$ cat src/rtl/mips_multicycle_control.sv
// mips_multicycle_control
// Multicycle MIPS main control unit (lw, sw, R-type, beq, addi, j).
// Moore FSM: every datapath control is decoded from the current state,
// with mem_ready and zero qualifying only the enables that depend on them.
//
// Ports
//   clk        rising-edge clock
//   reset_n    asynchronous active-low reset
//   opcode     instruction register bits [31:26]
//   zero       ALU zero flag
//   mem_ready  memory access completes this cycle
//   pcen, iord, memread, memwrite, irwrite, regdst, memtoreg, regwrite,
//   alusrca, alusrcb[1:0], aluop[1:0], pcsrc[1:0]
//              datapath controls
//   illegal_op one-cycle pulse after an unsupported opcode is decoded
//   busy       high in every state except FETCH

module mips_multicycle_control (
  input  logic       clk,
  input  logic       reset_n,
  input  logic [5:0] opcode,
  input  logic       zero,
  input  logic       mem_ready,
  output logic       pcen,
  output logic       iord,
  output logic       memread,
  output logic       memwrite,
  output logic       irwrite,
  output logic       regdst,
  output logic       memtoreg,
  output logic       regwrite,
  output logic       alusrca,
  output logic [1:0] alusrcb,
  output logic [1:0] aluop,
  output logic [1:0] pcsrc,
  output logic       illegal_op,
  output logic       busy
);

  localparam logic [5:0] OP_RTYPE = 6'b000000;
  localparam logic [5:0] OP_J     = 6'b000010;
  localparam logic [5:0] OP_BEQ   = 6'b000100;
  localparam logic [5:0] OP_ADDI  = 6'b001000;
  localparam logic [5:0] OP_LW    = 6'b100011;
  localparam logic [5:0] OP_SW    = 6'b101011;

  typedef enum logic [3:0] {
    FETCH  = 4'd0,
    DECODE = 4'd1,
    MEMADR = 4'd2,
    MEMRD  = 4'd3,
    MEMWB  = 4'd4,
    MEMWR  = 4'd5,
    REXEC  = 4'd6,
    RWB    = 4'd7,
    BEQEX  = 4'd8,
    ADDIEX = 4'd9,
    ADDIWB = 4'd10,
    JEX    = 4'd11
  } state_t;

  state_t state;
  state_t next_state;
  logic   illegal_q;
  logic   illegal_next;

  // The illegal-opcode flag is registered so that illegal_op depends only on
  // stored state; it pulses in the FETCH cycle that follows the bad DECODE.
  always_ff @(posedge clk or negedge reset_n) begin
    if (!reset_n) begin
      state     <= FETCH;
      illegal_q <= 1'b0;
    end else begin
      state     <= next_state;
      illegal_q <= illegal_next;
    end
  end

  always_comb begin
    next_state   = FETCH;
    illegal_next = 1'b0;
    pcen         = 1'b0;
    iord         = 1'b0;
    memread      = 1'b0;
    memwrite     = 1'b0;
    irwrite      = 1'b0;
    regdst       = 1'b0;
    memtoreg     = 1'b0;
    regwrite     = 1'b0;
    alusrca      = 1'b0;
    alusrcb      = 2'b00;
    aluop        = 2'b00;
    pcsrc        = 2'b00;

    case (state)
      FETCH: begin
        memread    = 1'b1;
        alusrcb    = 2'b01;
        irwrite    = mem_ready;
        pcen       = mem_ready;
        next_state = mem_ready ? DECODE : FETCH;
      end
      DECODE: begin
        // Branch target is computed here speculatively (PC + imm<<2).
        alusrcb = 2'b11;
        case (opcode)
          OP_LW, OP_SW: next_state = MEMADR;
          OP_RTYPE:     next_state = REXEC;
          OP_BEQ:       next_state = BEQEX;
          OP_ADDI:      next_state = ADDIEX;
          OP_J:         next_state = JEX;
          default: begin
            next_state   = FETCH;
            illegal_next = 1'b1;
          end
        endcase
      end
      MEMADR: begin
        alusrca    = 1'b1;
        alusrcb    = 2'b10;
        next_state = (opcode == OP_LW) ? MEMRD : MEMWR;
      end
      MEMRD: begin
        memread    = 1'b1;
        iord       = 1'b1;
        next_state = mem_ready ? MEMWB : MEMRD;
      end
      MEMWB: begin
        regwrite   = 1'b1;
        memtoreg   = 1'b1;
        next_state = FETCH;
      end
      MEMWR: begin
        memwrite   = 1'b1;
        iord       = 1'b1;
        next_state = mem_ready ? FETCH : MEMWR;
      end
      REXEC: begin
        alusrca    = 1'b1;
        aluop      = 2'b10;
        next_state = RWB;
      end
      RWB: begin
        regwrite   = 1'b1;
        regdst     = 1'b1;
        next_state = FETCH;
      end
      BEQEX: begin
        alusrca    = 1'b1;
        aluop      = 2'b01;
        pcsrc      = 2'b01;
        pcen       = zero;
        next_state = FETCH;
      end
      ADDIEX: begin
        alusrca    = 1'b1;
        alusrcb    = 2'b10;
        next_state = ADDIWB;
      end
      ADDIWB: begin
        regwrite   = 1'b1;
        next_state = FETCH;
      end
      JEX: begin
        pcsrc      = 2'b10;
        pcen       = 1'b1;
        next_state = FETCH;
      end
      default: next_state = FETCH;
    endcase

    // While reset is held the state is already FETCH, but FETCH would still
    // request memory; suppress every enable so nothing moves during reset.
    if (!reset_n) begin
      pcen     = 1'b0;
      irwrite  = 1'b0;
      memread  = 1'b0;
      memwrite = 1'b0;
      regwrite = 1'b0;
    end
  end

  assign illegal_op = illegal_q;
  assign busy       = (state != FETCH);

endmodule

$ cat config.mk
export PLATFORM = sky130hd
export DESIGN_NAME = mips_multicycle_control
export DESIGN_NICKNAME = d
export VERILOG_FILES = /design/src/rtl/mips_multicycle_control.sv
export SDC_FILE = /design/constraint.sdc
export NUM_CORES = 1
export LEC_CHECK = 0
export CAP_MARGIN = 0
export CELL_PAD_IN_SITES_DETAIL_PLACEMENT = 1
export CELL_PAD_IN_SITES_GLOBAL_PLACEMENT = 2
export CORE_UTILIZATION = 18
export DETAILED_ROUTE_END_ITERATION = 8
export PLACE_DENSITY_LB_ADDON = 0.08
export SYNTH_ARGS = -nofsm -noshare
export SYNTH_HDL_FRONTEND = slang
export SYNTH_SLANG_ARGS = --single-unit
$ cat constraint.sdc
create_clock -name clk -period 1.43 [get_ports clk]
set_input_delay 0.143 -clock clk [delete_from_list [all_inputs] [get_ports clk]]
set_output_delay 0.143 -clock clk [all_outputs]
set_load 0.02 [all_outputs]
==> notes.md, run 1 <==
Latest figures from synthesis and place and route.

The run finished, with violations left. The final reports fail on setup timing. The post-CTS clock slew at the launch and capture registers of the worst setup and hold paths is 0.05 ns. In this run the number of cells on the critical path is 5. The routed length on met3 is 42 um. The cell area that synthesis handed to floorplanning was 578 um2. The slowest stage of the critical path is the or4bb_4 cell.

The number of nets produced by synthesis is 90. TritonCTS built the clock tree. The buffer and inverter count on the worst path is 2. The cell at the root of the clock tree is clkbuf_4. On the worst path, the slowest cell contributes a delay of 0.47 ns. The number of non-clock buffers is 63. The placement report lists the number of port buffers as 26. The count of distinct cell types in the synthesized netlist is 34. Entering global routing, the biggest net connects 9 pins.

After layout, the worst setup slack is -0.149 ns. The number of inverters outside the clock class in the layout is 2. The CTS report gives the tree buffer count as 3. The total congestion overflow is 0. Of the total power, the clock network draws 0.171.

The OpenROAD warning count is 29. The synthesis report lists the most area-consuming cells as dfrtp_1 22%, nand2_1 5.8%, nor2_1 5.8%, nor3_1 5.2%, o21ai_0 4.3%. The floorplan die width is approximately 59 um. The final timing summary puts the cycle share of the worst path at 1.10. The clock latency reported for the late side of the worst-skew pair is 0.24 ns. After detailed routing, the met2 layer carries between 1 and 1.5 mm of wire.

Summed over all sequential cells, the power is around 200 uW. The core region is 3050 um2. Note, the detailed placer reported a final HPWL of 1.94 mm.

After routing, the total negative slack on setup checks comes to -0.771 ns. The setup violation total in the final timing report is 15. Summing all flip-flop and latch instances after layout gives approximately 130 um2. The smallest clock period supported by the final layout is computed as 1.58 ns. The most flop-heavy register is state.
### Track usage over the die, run 1

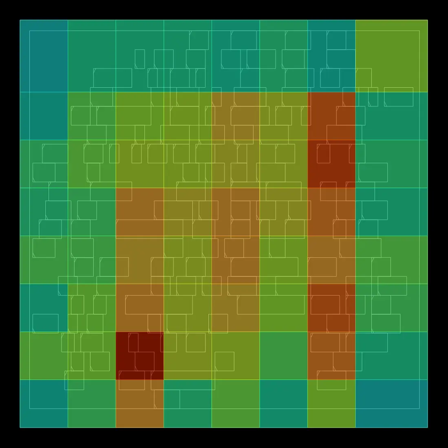
GRT busiest layer: met2
GR Util met2: 0.330
met1 Usage GRT: 0.196

### Layout detail, run 1

Scale bar: 5 um. Window x 19 to 39, y 31 to 51 um. Cells in gray, sequential cells in the stronger gray; small squares are vias.
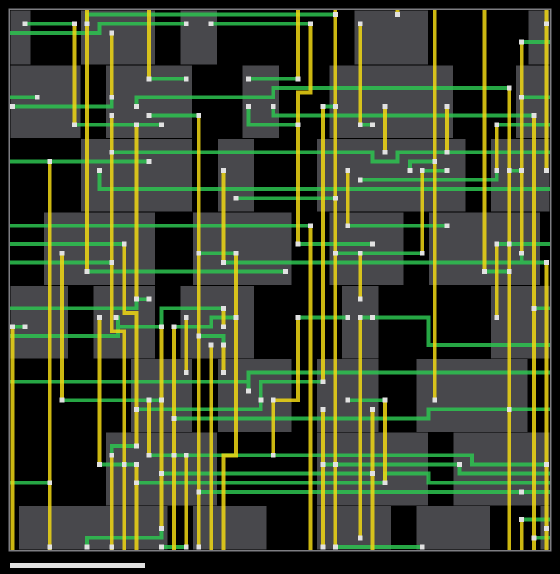
[green] M1
[yellow] M2
sequential cells in the window: 0
cells with their middle in the window: 32
most frequent: buf_4 (9), buf_6 (5), nor2_1 (3)

### Wiring by layer, run 1

Scale bar: 20 um.
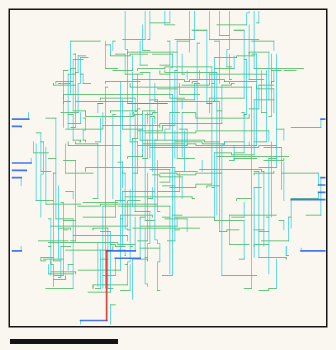
[cyan] M2 | wire length: 1480 um
[blue] M3 | wire length: 42.8 um
[green] M1 | wire length: 1080 um
[red] M4 | wire length: 12.9 um
DR vias: 853
post-detailed-routing wire length: 2.62 mm
overall global routing resource usage: 0.170

### Logic cells by family, run 1

Scale bar: 20 um.
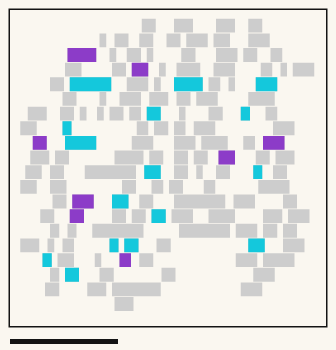
[cyan] aoi and oai cells | cells: 16
[purple] and/or cells | cells: 8

==> inputs of run 2 (changes only) <==
- SLEW_MARGIN: default -> 20
### Layout detail, run 2

Scale bar: 5 um. Window x 19 to 39, y 31 to 51 um. Cells in gray, sequential cells in the stronger gray; small squares are vias.
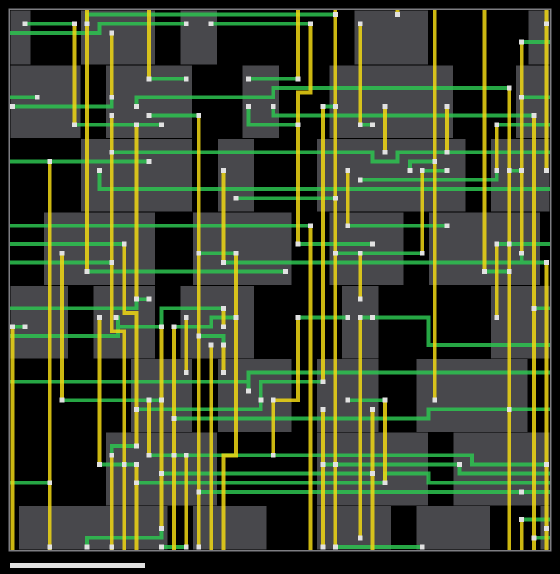
[yellow] M2
[green] M1
most frequent: buf_4 (9), buf_6 (5), nor2_1 (3)
sequential cells in the window: 0
cells with their middle in the window: 32

==> notes.md, run 2 <==
Latest figures from synthesis and place and route.

The post-CTS clock slew at the launch and capture registers of the worst setup and hold paths is 0.05 ns (about the same). The final cycle utilization of the critical path is 1.10 (unchanged). The clock latency reported for the late side of the worst-skew pair is 0.24 ns (about the same). Among all stages on the critical path, the largest delay is contributed by or4bb_4. The cell depth of the worst setup path came to 5 (unchanged). The total met2 wirelength after detailed routing was 1.48 mm (unchanged). The total congestion overflow is 0 (unchanged).

The maximum number of pins on one net before global-route repair is 9 (unchanged). The number of inverters outside the clock class in the layout is 2 (unchanged). The met2 track utilization from global routing came to 0.330 (unchanged). The delay of the slowest cell on the worst path is 0.47 ns (about the same). The count of distinct cell types in the synthesized netlist is 34 (unchanged).

The area of the core is 3050 um2 (unchanged). The final worst slack is -0.149 ns (unchanged). TritonCTS built the clock tree. The clock period minus final worst setup slack is 1.58 ns (unchanged).

The buffer and inverter count on the worst path is 2 (unchanged). The synthesis report lists the most area-consuming cells as dfrtp_1 22%, nand2_1 5.8%, nor2_1 5.8%, nor3_1 5.2%, o21ai_0 4.3%. The layer flagged by global routing as most heavily used is met2.

The relative contribution of the clock network to total power came to 0.171 (about the same). The run finished, with violations left. The number of nets produced by synthesis came to 90 (unchanged). The power consumed by sequential cells is 200 uW (about the same). The setup violation total in the final timing report came to 15 (unchanged).

The final reports fail on setup timing. The routed via count is 853 (unchanged). The cell area after technology mapping is 578 um2 (unchanged). The met1 layer usage reported by global route is 0.196 (unchanged). The largest register by flop count is state.

The routed length on met3 is 42 um (unchanged). The number of non-clock buffers came to 63 (unchanged).
### Port wiring, run 2

Scale bar: 20 um.
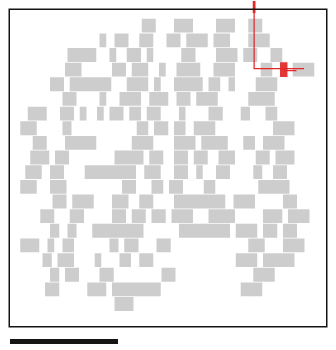
[red] memtoreg | direction: output | edge: top | end cells: 1 | buffers: 1 | wire: 22.2 um
Top-Level Pins: 27
number of port buffers: 26

Power figures rest on the tool's default switching activity, not on a simulated workload.
